**Run 1: cell classes on the final placement**

Scale bar: 20 um.
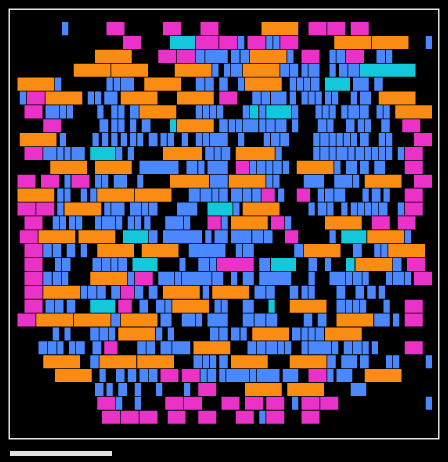
**Run 1: PDN straps and rails**

Pins as bars on the die edge. Tap cells in grey.
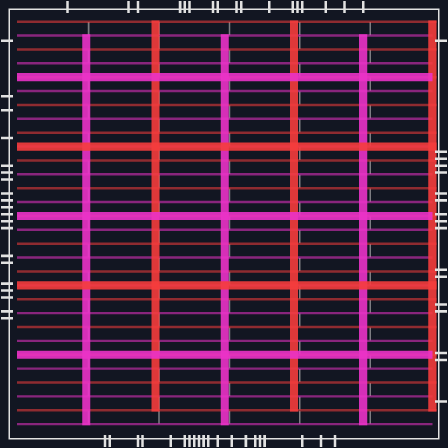
**Run 1: clock wires, drivers and flops**

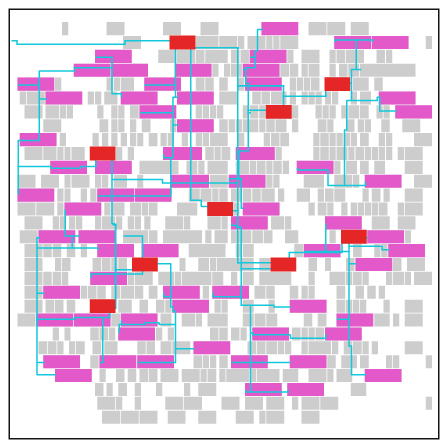
**config.mk**
```make
export PLATFORM = sky130hd
export DESIGN_NAME = datapath_sequencer
export DESIGN_NICKNAME = d
export VERILOG_FILES = /design/src/rtl/datapath_seq_pkg.sv /design/src/rtl/datapath_seq_decode.sv /design/src/rtl/datapath_sequencer.sv
export SDC_FILE = /design/constraint.sdc
export NUM_CORES = 1
export LEC_CHECK = 0
export ABC_AREA = 1
export CAP_MARGIN = 20
export CORE_UTILIZATION = 50
export CTS_CLUSTER_DIAMETER = 100
export DETAILED_ROUTE_END_ITERATION = 10
export GPL_ROUTABILITY_DRIVEN = 0
export PLACE_DENSITY = 0.78
export SETUP_SLACK_MARGIN = 0.1
export SLEW_MARGIN = 5
export SYNTH_ARGS = -nofsm -noshare
export SYNTH_HDL_FRONTEND = slang
export SYNTH_SLANG_ARGS = --single-unit
```
**constraint.sdc**
```tcl
create_clock -name clk -period 2.25 [get_ports clk]
set_clock_uncertainty 0.1 [all_clocks]
set_input_delay 0.45 -clock clk [delete_from_list [all_inputs] [get_ports clk]]
set_output_delay 0.45 -clock clk [all_outputs]
set_load 0.005 [all_outputs]
```
**src/rtl/datapath_seq_pkg.sv**
```systemverilog
// Shared types and constants for the datapath instruction sequencer.
// Instruction word: opc[15:12] d[11:8] a[7:4] b[3:0].
package datapath_seq_pkg;

  typedef enum logic [2:0] {IDLE, FETCH, DECODE, EXEC, HALTED} state_t;

  localparam logic [3:0] OPC_IN   = 4'b1000;
  localparam logic [3:0] OPC_OUT  = 4'b1001;
  localparam logic [3:0] OPC_JMP  = 4'b1010;
  localparam logic [3:0] OPC_JF   = 4'b1011;
  localparam logic [3:0] OPC_NOP  = 4'b1100;
  localparam logic [3:0] OPC_HALT = 4'b1111;

  localparam logic [7:0] CTRL_WB_ALU = 8'h01;
  localparam logic [7:0] CTRL_WB_IN  = 8'h02;
  localparam logic [7:0] CTRL_OUT_EN = 8'h04;

  // upd_* select which held datapath fields an instruction overwrites
  typedef struct packed {
    logic       wen;
    logic [7:0] ctrl;
    logic       upd_wa;
    logic       upd_raa;
    logic       upd_rab;
    logic       upd_op;
    logic       upd_sel;
    logic [3:0] wa;
    logic [3:0] raa;
    logic [3:0] rab;
    logic [3:0] sel;
    logic [2:0] op;
    logic       jmp;
    logic       jf;
    logic       halt;
    logic [7:0] target;
  } dec_t;

endpackage

```
**src/rtl/datapath_seq_decode.sv**
```systemverilog
// Purely combinational instruction decoder: 16-bit instruction word to control struct.
module datapath_seq_decode
  import datapath_seq_pkg::*;
(
  input  logic [15:0] instr,
  output dec_t        dec
);

  logic [3:0] opc;
  assign opc = instr[15:12];

  always_comb begin
    dec        = '0;
    dec.wa     = instr[11:8];
    dec.raa    = instr[7:4];
    dec.rab    = instr[3:0];
    dec.sel    = instr[7:4];
    dec.op     = opc[2:0];
    dec.target = instr[7:0];
    if (!opc[3]) begin
      dec.wen     = 1'b1;
      dec.ctrl    = CTRL_WB_ALU;
      dec.upd_wa  = 1'b1;
      dec.upd_raa = 1'b1;
      dec.upd_rab = 1'b1;
      dec.upd_op  = 1'b1;
    end else begin
      case (opc)
        OPC_IN: begin
          dec.wen     = 1'b1;
          dec.ctrl    = CTRL_WB_IN;
          dec.upd_wa  = 1'b1;
          dec.upd_sel = 1'b1;
        end
        OPC_OUT: begin
          dec.ctrl    = CTRL_OUT_EN;
          dec.upd_raa = 1'b1;
        end
        OPC_JMP:  dec.jmp  = 1'b1;
        OPC_JF:   dec.jf   = 1'b1;
        OPC_HALT: dec.halt = 1'b1;
        OPC_NOP:  ;
        default:  ;  // unassigned opcodes behave as NOP
      endcase
    end
  end

endmodule

```
**src/rtl/datapath_sequencer.sv**
```systemverilog
// Three-cycle FETCH/DECODE/EXEC sequencer driving the 4-bit register-file/ALU datapath.
// All datapath controls are registered; only imem_addr is combinational from pc.
module datapath_sequencer
  import datapath_seq_pkg::*;
#(
  parameter int ADDR_W  = 8,
  parameter int INSTR_W = 16
) (
  input  logic              clk,
  input  logic              rst_n,
  input  logic              start,
  output logic              busy,
  output logic              done,
  output logic [ADDR_W-1:0] imem_addr,
  input  logic [INSTR_W-1:0] imem_rdata,
  output logic [7:0]        Ctrl,
  output logic [3:0]        Sel,
  output logic              Wen,
  output logic [3:0]        WA,
  output logic [3:0]        RAA,
  output logic [3:0]        RAB,
  output logic [2:0]        Op,
  input  logic              Flag,
  output logic [15:0]       instr_cnt
);

  state_t              state_q, state_d;
  logic [ADDR_W-1:0]   pc_q, pc_d;
  logic [INSTR_W-1:0]  instr_q, instr_d;
  logic [15:0]         cnt_d;
  logic [7:0]          ctrl_d;
  logic [3:0]          sel_d, wa_d, raa_d, rab_d;
  logic [2:0]          op_d;
  logic                wen_d;
  logic [INSTR_W-1:0]  dec_in;
  dec_t                dec;

  function automatic logic [15:0] sat_inc(input logic [15:0] v);
    return (v == 16'hFFFF) ? v : v + 16'd1;
  endfunction

  // DECODE registers the controls straight from ROM data; EXEC re-decodes the latched word for flow control
  assign dec_in = (state_q == EXEC) ? instr_q : imem_rdata;

  datapath_seq_decode u_decode (
    .instr (dec_in),
    .dec   (dec)
  );

  assign imem_addr = pc_q;
  assign busy      = (state_q == FETCH) || (state_q == DECODE) || (state_q == EXEC);
  assign done      = (state_q == HALTED);

  always_comb begin
    state_d = state_q;
    pc_d    = pc_q;
    instr_d = instr_q;
    cnt_d   = instr_cnt;
    wen_d   = 1'b0;
    ctrl_d  = 8'h00;
    sel_d   = Sel;
    wa_d    = WA;
    raa_d   = RAA;
    rab_d   = RAB;
    op_d    = Op;
    case (state_q)
      IDLE, HALTED: begin
        if (start) begin
          state_d = FETCH;
          pc_d    = '0;
          cnt_d   = 16'h0000;
        end
      end
      FETCH: state_d = DECODE;
      DECODE: begin
        instr_d = imem_rdata;
        state_d = EXEC;
        wen_d   = dec.wen;
        ctrl_d  = dec.ctrl;
        if (dec.upd_wa)  wa_d  = dec.wa;
        if (dec.upd_raa) raa_d = dec.raa;
        if (dec.upd_rab) rab_d = dec.rab;
        if (dec.upd_op)  op_d  = dec.op;
        if (dec.upd_sel) sel_d = dec.sel;
      end
      EXEC: begin
        cnt_d   = sat_inc(instr_cnt);
        state_d = dec.halt ? HALTED : FETCH;
        if (dec.jmp || (dec.jf && Flag)) pc_d = ADDR_W'(dec.target);
        else                             pc_d = pc_q + 1'b1;
      end
      default: state_d = IDLE;
    endcase
  end

  always_ff @(posedge clk) begin
    if (!rst_n) begin
      state_q   <= IDLE;
      pc_q      <= '0;
      instr_q   <= '0;
      instr_cnt <= 16'h0000;
      Wen       <= 1'b0;
      Ctrl      <= 8'h00;
      Sel       <= 4'h0;
      WA        <= 4'h0;
      RAA       <= 4'h0;
      RAB       <= 4'h0;
      Op        <= 3'h0;
    end else begin
      state_q   <= state_d;
      pc_q      <= pc_d;
      instr_q   <= instr_d;
      instr_cnt <= cnt_d;
      Wen       <= wen_d;
      Ctrl      <= ctrl_d;
      Sel       <= sel_d;
      WA        <= wa_d;
      RAA       <= raa_d;
      RAB       <= rab_d;
      Op        <= op_d;
    end
  end

endmodule

```
==> out/writeup.txt, run 1 <==
The flow ran to the end, but the final reports show violations. The checks that failed: design-rule violations. The number of inserted diodes is 0, and the overall overflow remaining after global route is 0. Entering global routing, the biggest net connects 31 pins.

For the clock group, total power comes out at 0.968 mW. With the peak fanout along the critical path at 6, the number of cells in the design after placement is 605. The number of buffers added on ports is 68, and the count of placed standard cells in the final layout, fillers left out is 620. Sequential cells consume a total of 1.34 mW. The first global-routing pass estimated 14000 um of wire.

With the count of hold-fix buffers inserted at cts at 0, the vertical die size is 83.9 um. The tools report the number of hold violations in the final report as 0. The total non-filler cell area in the finished layout is 4300 um^2.

For this configuration, the core starts out at a cell density of 52.2%. Warnings reported by Yosys during synthesis add up to 0. The timing report gives the biggest stage delay along the critical path as 0.53 ns. The worst register-to-register path begins at instr_cnt[0]$_SDFFE_PN0P_.

The number of gates resized after CTS came out at 2. In the power breakdown, the internal column shows 2.08 mW. Class of the tightest hold or removal check: reg2reg.

The flow measured a signed area growth from synthesis to layout of 28.2%. STA classifies the critical path startpoint as a flop. The tools report the latest clock arrival within the worst-skew pair as 0.35 ns. By instance count after routing, the leading logic cell types are 97 x sky130_fd_sc_hd__nand2_1, 67 x sky130_fd_sc_hd__clkdlybuf4s50_1, 63 x sky130_fd_sc_hd__dfxtp_1, 55 x sky130_fd_sc_hd__nor2_1, 44 x sky130_fd_sc_hd__inv_1. The worst path meets setup with 0.183 ns of slack. For the aggregate negative setup slack, the log shows 0 ns.

The power dissipated in combinational cells was 0.683 mW; the via count of the first global-routing pass was 3096. Per the CTS log, the maximum H-tree level is 3. Area fraction in compound gates after synthesis: 13.7%.

Broken down by cell family, the worst path's largest delay share belongs to buffers and inverters. Nets still carrying antenna violations after routing amount to 0. The data required time reported for the critical path is 1.70 ns. According to the Yosys statistics, the synthesized design has a chip area of 3350 um^2. Synthesis inferred 66 register bits. In the Yosys stats the netlist draws on 37 distinct library cells.

For the total number of placement rows, the log shows 29. The tools report the first element of the critical path as state_q[0]$_SDFFE_PN0P_. The pre-CTS setup check shows a worst slack of 0.128 ns.

Subtracting the final worst setup slack from the clock period gives 2.07 ns. The simple-gate area share of the yosys netlist came out at 34.6%. After clock tree synthesis, the clock-pin slew on the worst setup and hold paths is 0.07 ns. The floorplan report gives the top-level pin count as 74. The floorplan step set the die width to 83.9 um.

On the critical path, the stage with the largest delay is an instance of sky130_fd_sc_hd__clkdlybuf4s50_1. In the Yosys report the total cell count is 468. For reference, full adder, half adder and majority cells occupy 0.746% of the area reported after synthesis. The buffer-and-inverter tally for the worst setup path is 1.

Combinational logic is responsible for 22.8% of the overall power. The floorplan step defined a core boundary enclosing 6420 um^2. After synthesis, the share of cell area in mux cells is 0%. The STA report counts the stages on the worst setup path as 3. The first detailed-routing pass took 8 iterations. According to the timing report, the critical path is captured at busy.

The tools report the count of fill cells added during filler insertion as 566. Kind of end point of the critical path: an output pin. Detailed placement reports a standard cell area of 4100 um^2. Per the post-synthesis report, the number of cells in the design is 468. Worst hold-check slack: 0.347 ns. The clock sink count came out at 66. With the switching fraction of total power at 30.4%, the via count of the routed design is 3248. At the worst endpoint, the arrival time is 1.52 ns. The mapped netlist covers 3350 um^2. Setup repair after global routing left no endpoint under its margin. At the end of the flow the core is filled with cells to 66.9%. The run gives 32.3% as the share of power burned in the clock network. Looking at the power breakdown, sequential logic takes 44.8% of the total. Across every metal layer, demand over resource in global routing totals 24.9%.

Dividing total power by cell area gives a power density of 696 nW/um^2. The achievable clock frequency came out at 0.484 GHz. Looking at the clock tree report, the maximum root-to-sink buffer count equals 2. For the total power, the log shows 2.99 mW. The critical path class was reg2out. Dominant logic cell type in the layout: sky130_fd_sc_hd__nand2_1. Post-route fraction of the period consumed by the critical path: 91.9%. The part of the Yosys area used for sequential elements is 39.4%, and the final routed DRC violation total is 8. The largest share of the power goes to sequential cells.
## Picture notes: 'cell classes on the final placement'
- cyan: clock drivers and dummy loads (cells 15; share of their area 4.4%)
- orange: flip-flops (cells 66; share of their area 32%)
- blue: all other logic (cells 384; share of their area 46%)
- magenta: other buffers and delay cells (cells 78; share of their area 18%)

## Picture notes: 'PDN straps and rails'
- magenta: VSS
- red: VDD
- met4 straps: 6
- tap cells: 77
- rows: 29
- signal pins: 74
- met1 rails: 30

## Picture notes: 'clock wires, drivers and flops'
- red: cells driving clock nets (count 9)
- magenta: flip-flops (count 66)
- cyan: clock wires (length 843 um)
- flops lie: widely spread
- routed clock nets: 10

run 1: cells in the mapped netlist (all sizes together):
master / count / share of area (%)
dfxtp: 66 / 39
clkbuf: 8 / 0.90
o21ai: 35 / 5.7
xnor2: 2 / 0.52
nand3: 32 / 5.7
a211oi: 4 / 1.2
nand2: 105 / 13
nor3: 8 / 1.3
ha: 2 / 0.75
nand3b: 8 / 1.8
or2: 4 / 0.75
and3: 1 / 0.19
a21oi: 41 / 6.1
buf: 14 / 3.2
inv: 50 / 5.6
xor2: 5 / 1.3
nor2: 60 / 7.6
nand4: 19 / 4.4
conb: 1 / 0.11
a31o: 1 / 0.26
a31oi: 1 / 0.19
a311oi: 1 / 0.26
run 1: routing by layer:
metal / GRT usage [%] / part of all wire [%] / vias to the layer above
li1: - / - / 1668
met1: 30.9 / 44 / 1445
met2: 41.7 / 48 / 119
met3: 6.43 / 6.0 / 16
met4: 8.46 / 1.8 / 0
met5: 0 / 0 / -
run 1: worst reg2reg max path, cell delays in order, from the launching register on:
cell and delay, ns:
sky130_fd_sc_hd__dfxtp_1 0.40, sky130_fd_sc_hd__ha_1 0.20, sky130_fd_sc_hd__inv_1 0.07, sky130_fd_sc_hd__nor2_1 0.16, sky130_fd_sc_hd__nand2_1 0.15, sky130_fd_sc_hd__nor2_1 0.14
sky130_fd_sc_hd__nand3_2 0.18, sky130_fd_sc_hd__nand2_4 0.23, sky130_fd_sc_hd__nor2_1 0.07, sky130_fd_sc_hd__a21oi_1 0.11, sky130_fd_sc_hd__nor2_1 0.05
run 1: sequential cells by signal, summed over array words and instances, names as in the netlist:
signal	count
Ctrl	3
Wen	1
WA	4
instr_cnt	16
RAA	4
state_q	3
RAB	4
Op	3
Sel	4
imem_addr	8
instr_q	16
run 1: how the worst min path moves through the flow:
stage	cells past startpoint	endpoint	slack, ns	startpoint
2_1_floorplan	2	instr_q[10]$_SDFFE_PN0P_	0.32	instr_q[10]$_SDFFE_PN0P_
3_3_place_gp	2	instr_q[11]$_SDFFE_PN0P_	0.33	instr_q[11]$_SDFFE_PN0P_
3_5_place_dp	2	instr_q[11]$_SDFFE_PN0P_	0.34	instr_q[11]$_SDFFE_PN0P_
4_1_cts	2	instr_q[11]$_SDFFE_PN0P_	0.35	instr_q[11]$_SDFFE_PN0P_
5_1_grt	2	instr_q[11]$_SDFFE_PN0P_	0.36	instr_q[11]$_SDFFE_PN0P_
6_report	2	instr_q[11]$_SDFFE_PN0P_	0.35	instr_q[11]$_SDFFE_PN0P_
run 1: cells by family (layout without fill, tap and decap cells):
kind of cell | Yosys count | count (layout)
simple gates | 237 | 237
flops | 66 | 66
compound gates | 83 | 83
other cells | 1 | 5
fa+ha+maj | 2 | 2
buf+inv | 72 | 143
xor+xnor | 7 | 7
run 1: area by class of cell:
class                           instances  area, um^2  share of cell area, %
Multi-Input combinational cell        334        1730                   40.3
Sequential cell                        66        1330                   30.8
Timing Repair Buffer                   78         771                   17.9
Inverter                               50         188                   4.37
Clock buffer                           12         145                   3.38
Tap cell                               77        96.3                   2.24
Clock inverter                          3        40.0                  0.932
**Run 1: routing congestion**

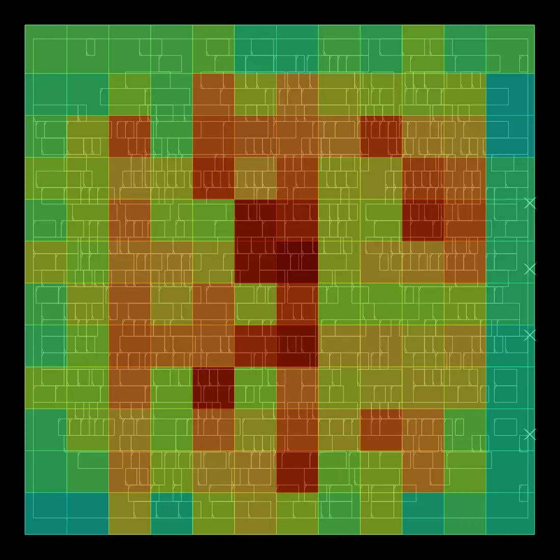

## Run 2: what changed since run 1
--- a/config.mk
+++ b/config.mk
@@ -11,7 +11,7 @@
 export CTS_CLUSTER_DIAMETER = 100
 export DETAILED_ROUTE_END_ITERATION = 10
 export GPL_ROUTABILITY_DRIVEN = 0
-export PLACE_DENSITY = 0.78
+export PLACE_DENSITY = 0.79
 export SETUP_SLACK_MARGIN = 0.1
 export SLEW_MARGIN = 5
 export SYNTH_ARGS = -nofsm -noshare
**Run 2: routing congestion**

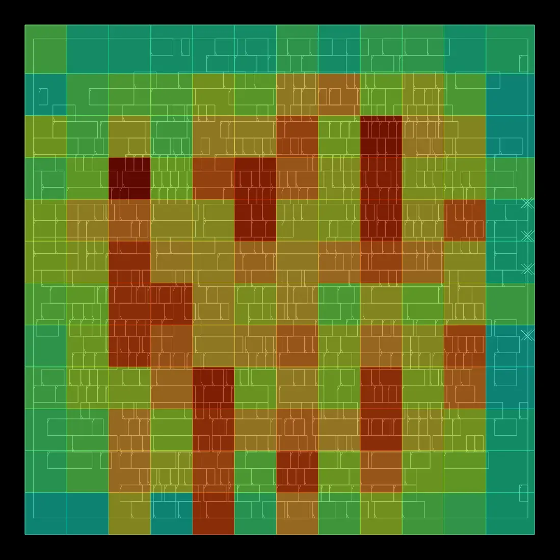
M3 GR Usage: 4.45%
routed length per instance: 12.9 um
most used routing layer: met2
met2 demand-to-capacity share in global routing: 40.8%

**Run 2: where the registers sit**

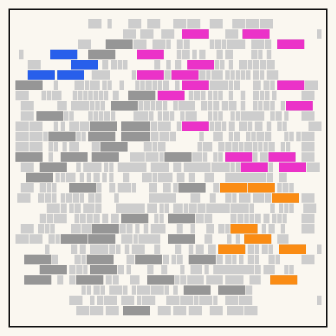
- blue: RAA (sequential cells 4; where top left)
- orange: imem_addr (sequential cells 8)
- magenta: instr_cnt (sequential cells 16)
- not coloured: 38

==> out/writeup.txt, run 2 <==
The cell type that accounts for the most area after synthesis is sky130_fd_sc_hd__dfxtp_1. The logs give 0 for the total of endpoints with negative setup slack in the final report and 0 (unchanged) for the number of routed nets with antenna violations. Across the run, the number of max-cap violations was 0. The run gives 545 (-3.7%) as the count of fill cells added during filler insertion. The net count of the finished layout is 560. Across the VDD grid, the largest voltage drop is 0.549 mV. The number of buffers added on ports works out to 68 (unchanged). The aggregate negative setup slack was 0 ns (unchanged); the post-route fraction of the period consumed by the critical path was 92.7% (+0.80 points). The critical path in this run is classified as reg2out. The run gives 0 (unchanged) as the overall overflow remaining after global route. The share of the synthesized area in the top cell type is 39.4% (unchanged). The logic area came out at 1750 um^2 (+0.94%). The simple-gate area share of the yosys netlist came out at 34.6% (unchanged).

The tools report the flop-to-flop setup slack as 0.28 ns. The commonest register cell is sky130_fd_sc_hd__dfxtp_1. The buffer-and-inverter tally for the worst setup path came out at 1 (unchanged).

The library cells used most frequently in the layout, excluding fill and tap cells, are 97 x sky130_fd_sc_hd__nand2_1, 68 x sky130_fd_sc_hd__clkdlybuf4s50_1, 64 x sky130_fd_sc_hd__dfxtp_1, 55 x sky130_fd_sc_hd__nor2_1, 44 x sky130_fd_sc_hd__inv_1. The run gives 0.165 ns (-0.0179 ns) as the final worst slack. The via count of the first global-routing pass came out at 3073 (-0.74%).

Between the synthesized netlist and the finished layout, the area growth was recorded as 28.9%. The min-delay analysis places its worst path in the category reg2reg. The count of pins on the block boundary is 74 (unchanged). The main kind of combinational logic by area is simple AND/OR/NAND/NOR gates. The number of setup buffers added after CTS is 0. The run gives 7040 um^2 as the floorplan die area. The run gives 1.53 ns (about the same) for the worst endpoint data arrival time. The utilization after layout was 67.3% (+0.39 points). The via count normalized by instance count is 5.29. The logs give 0.35 ns (about the same) for the latest clock arrival within the worst-skew pair and 0 for the initial antenna violation count. The async set-reset flop share out of synthesis was 0% (unchanged).

The category of cells accounting for the largest share of critical-path delay was buffers and inverters. Pre-placement core utilization: 52.2% (unchanged). For this design the static power due to leakage is 1.73 nW.

The vertical die size was 83.9 um (unchanged). The number of clock buffers inserted by TritonCTS was 9; the clock transition at the register clock pins on the worst setup and hold paths after CTS was 0.07 ns (about the same). The run gives 29 (unchanged) as the total number of placement rows. The critical path's slowest cell is sky130_fd_sc_hd__clkdlybuf4s50_1. After legalization and detailed placement, the total HPWL measured 5750 um. A synthesized cell averages 7.16 um^2. Root buffer selected by CTS: sky130_fd_sc_hd__clkbuf_8. The tools report the maximum root-to-sink buffer count as 2 (unchanged).

The clock sink count came out at 66 (unchanged). The tally of yosys warning messages was 0 (unchanged). The most common logic cell in the final layout is sky130_fd_sc_hd__nand2_1. STA classifies the critical path startpoint as a flop.

The post-route netlist has 11.3% of its cells at a drive strength greater than 1. Distinct cell type count after synthesis: 37 (unchanged). The number of inserted diodes was 0 (unchanged); the total power divided by cell area was 724 nW/um^2 (+3.9%). The run finished, with violations left.

The post-synthesis chip area from yosys came out at 3350 um^2 (unchanged). The part of the Yosys area used for sequential elements was 39.4% (unchanged). The tools report the worst slack at placement as 0.108 ns (-0.0205 ns). The post-synthesis xor/xnor area fraction works out to 1.83%. The via count of the routed design was 3274 (+0.80%); the maximum number of pins on one net before global-route repair was 31 (unchanged).

For the number of hold violations in the final report, the log shows 0 (unchanged). The report lists the cells along the critical path as nor2_4 -> nor2_1 -> clkdlybuf4s50_1. Setup repair after global routing left no endpoint under its margin. With the number of search-and-repair iterations in the first detailed-routing pass at 7 (-1), the area share of fa/ha/maj cells after synthesis is 0.746% (unchanged). The logs give 1320 um^2 (about the same) for the sequential standard cell area and 468 (unchanged) for the yosys cell count. The data required time of the critical path was 1.70 ns (about the same). The overall fraction of global-route tracks in use was 24.0% (-0.89 points); the final routed DRC violation total was 8 (unchanged). The worst setup path is captured at an output pin.

The area fraction in compound gates after synthesis was 13.7% (unchanged); the clock period minus final worst setup slack was 2.08 ns (+0.0179 ns). By instance count, the leading cell after synthesis is sky130_fd_sc_hd__nand2_1. The count of flip-flops with a built-in enable after synthesis was 0 (unchanged).

TritonCTS built the clock tree. The overall die width is 83.9 um (unchanged), and the number of warnings the tools reported is 27. The worst hold-check slack was 0.352 ns (+0.00475 ns); the met1 capacity usage during global routing was 29.1% (-1.8 points). For the total non-filler cell area in the finished layout, the log shows 4320 um^2 (+0.58%). The run gives 3350 um^2 (unchanged) as the synthesized cell area.

The run gives 468 (unchanged) as the instance count of the mapped netlist. Counting instances in the post-synthesis netlist gives the leading cell types as 97 x sky130_fd_sc_hd__nand2_1, 66 x sky130_fd_sc_hd__dfxtp_1, 57 x sky130_fd_sc_hd__nor2_1, 44 x sky130_fd_sc_hd__inv_1, 41 x sky130_fd_sc_hd__a21oi_1. The number of register bits inferred by synthesis was 66 (unchanged); the area of the core region was 6420 um^2 (unchanged). The depth of the CTS H-tree came out at 3 (unchanged). Final wirelength: 8010 um. The global-route wire length before repair is 13500 um (-3.5%). The share of cell area taken by muxes after synthesis is 0% (unchanged). The biggest cell delay along the critical path was 0.54 ns (about the same).

The final reports fail on design-rule violations. Per the log, the first TritonRoute iteration ended with a DRC count of 155. After synthesis, the cell types taking the most area are sky130_fd_sc_hd__dfxtp_1 39%, sky130_fd_sc_hd__nand2_1 11%, sky130_fd_sc_hd__nor2_1 6.4%, sky130_fd_sc_hd__a21oi_1 6.1%, sky130_fd_sc_hd__inv_1 4.9%. The total count of max-transition violations in the final report came out at 0. The run gives 4080 um^2 (-0.49%) for the cell area after placement.

The tools report the achievable clock frequency as 0.480 GHz (-0.86%). The run gives 6 (unchanged) for the peak fanout along the critical path.
==> run 2: cell counts after synthesis <==
No cell type changed its count.
==> run 2: cells by family (layout without fill, tap and decap cells) <==
group	after synthesis	in the layout
AOI/OAI and AO/OA	83	83
xor gates and xnor gates	7	7
adders and majority gates	2	2
buffers and inverters	72	142
DFF	66	66
other	1	5
and+or+nand+nor	237	237
==> run 2: final cells by class <==
type	instances	area share [%]
clock buffers	11	3.27
clock inverters	4	1.77
inverters	50	4.34
multi-input cells	334	40.5
flip-flops and latches	66	30.6
well taps	77	2.23
repair buffers	77	17.3
==> run 2: per-stage QoR <==
| stage | power [mW] | cells |
|---|---|---|
| global route | 3.28 | 619 |
| global placement | 2.00 | 604 |
| CTS | 3.13 | 619 |
| detailed placement | 2.02 | 604 |
| finish | 3.13 | 619 |
| floorplan | 1.79 | 472 |
==> run 2: worst reg2reg max path: stages, from the launching register on <==
cell and delay (ns):
sky130_fd_sc_hd__dfxtp_1 0.46, sky130_fd_sc_hd__inv_2 0.10, sky130_fd_sc_hd__nand3_2 0.20, sky130_fd_sc_hd__buf_4 0.28
sky130_fd_sc_hd__nand2_2 0.10, sky130_fd_sc_hd__nand2_2 0.14, sky130_fd_sc_hd__nand3_1 0.11, sky130_fd_sc_hd__nand2_1 0.08
sky130_fd_sc_hd__nand2_1 0.12, sky130_fd_sc_hd__nor2_1 0.13, sky130_fd_sc_hd__nor2_1 0.05
==> run 2: repair_timing <==
action / in CTS / in global routing
resized: 2 / 5
setup endpoints to repair: 2 / 10
hold endpoints to repair: 0 / 0
hold buffers: 0 / 0
pin swaps: 0 / 0
==> run 2: where the power goes <==
part	switching [mW]	internal [mW]
registers	0.0663	1.28
logic	0.412	0.268
clock network	0.456	0.650
total	0.934	2.19
==> run 2: metal layers <==
layer / vias up / routed length (um)
met5: - / 0
met4: 0 / 164
met3: 14 / 383
met2: 103 / 3890
met1: 1495 / 3580
li1: 1662 / -
==> run 2: path summary, 6_finish.rpt <==
| check | cells past startpoint | end | start |
|---|---|---|---|
| max | 3 | busy | state_q[0]$_SDFFE_PN0P_ |
| min | 2 | instr_q[11]$_SDFFE_PN0P_ | instr_q[11]$_SDFFE_PN0P_ |
| max reg2reg | 10 | WA[0]$_SDFFE_PN0P_ | state_q[2]$_SDFFE_PN0P_ |
| min reg2reg | 2 | instr_q[11]$_SDFFE_PN0P_ | instr_q[11]$_SDFFE_PN0P_ |
Power and IR drop assume default switching activity.
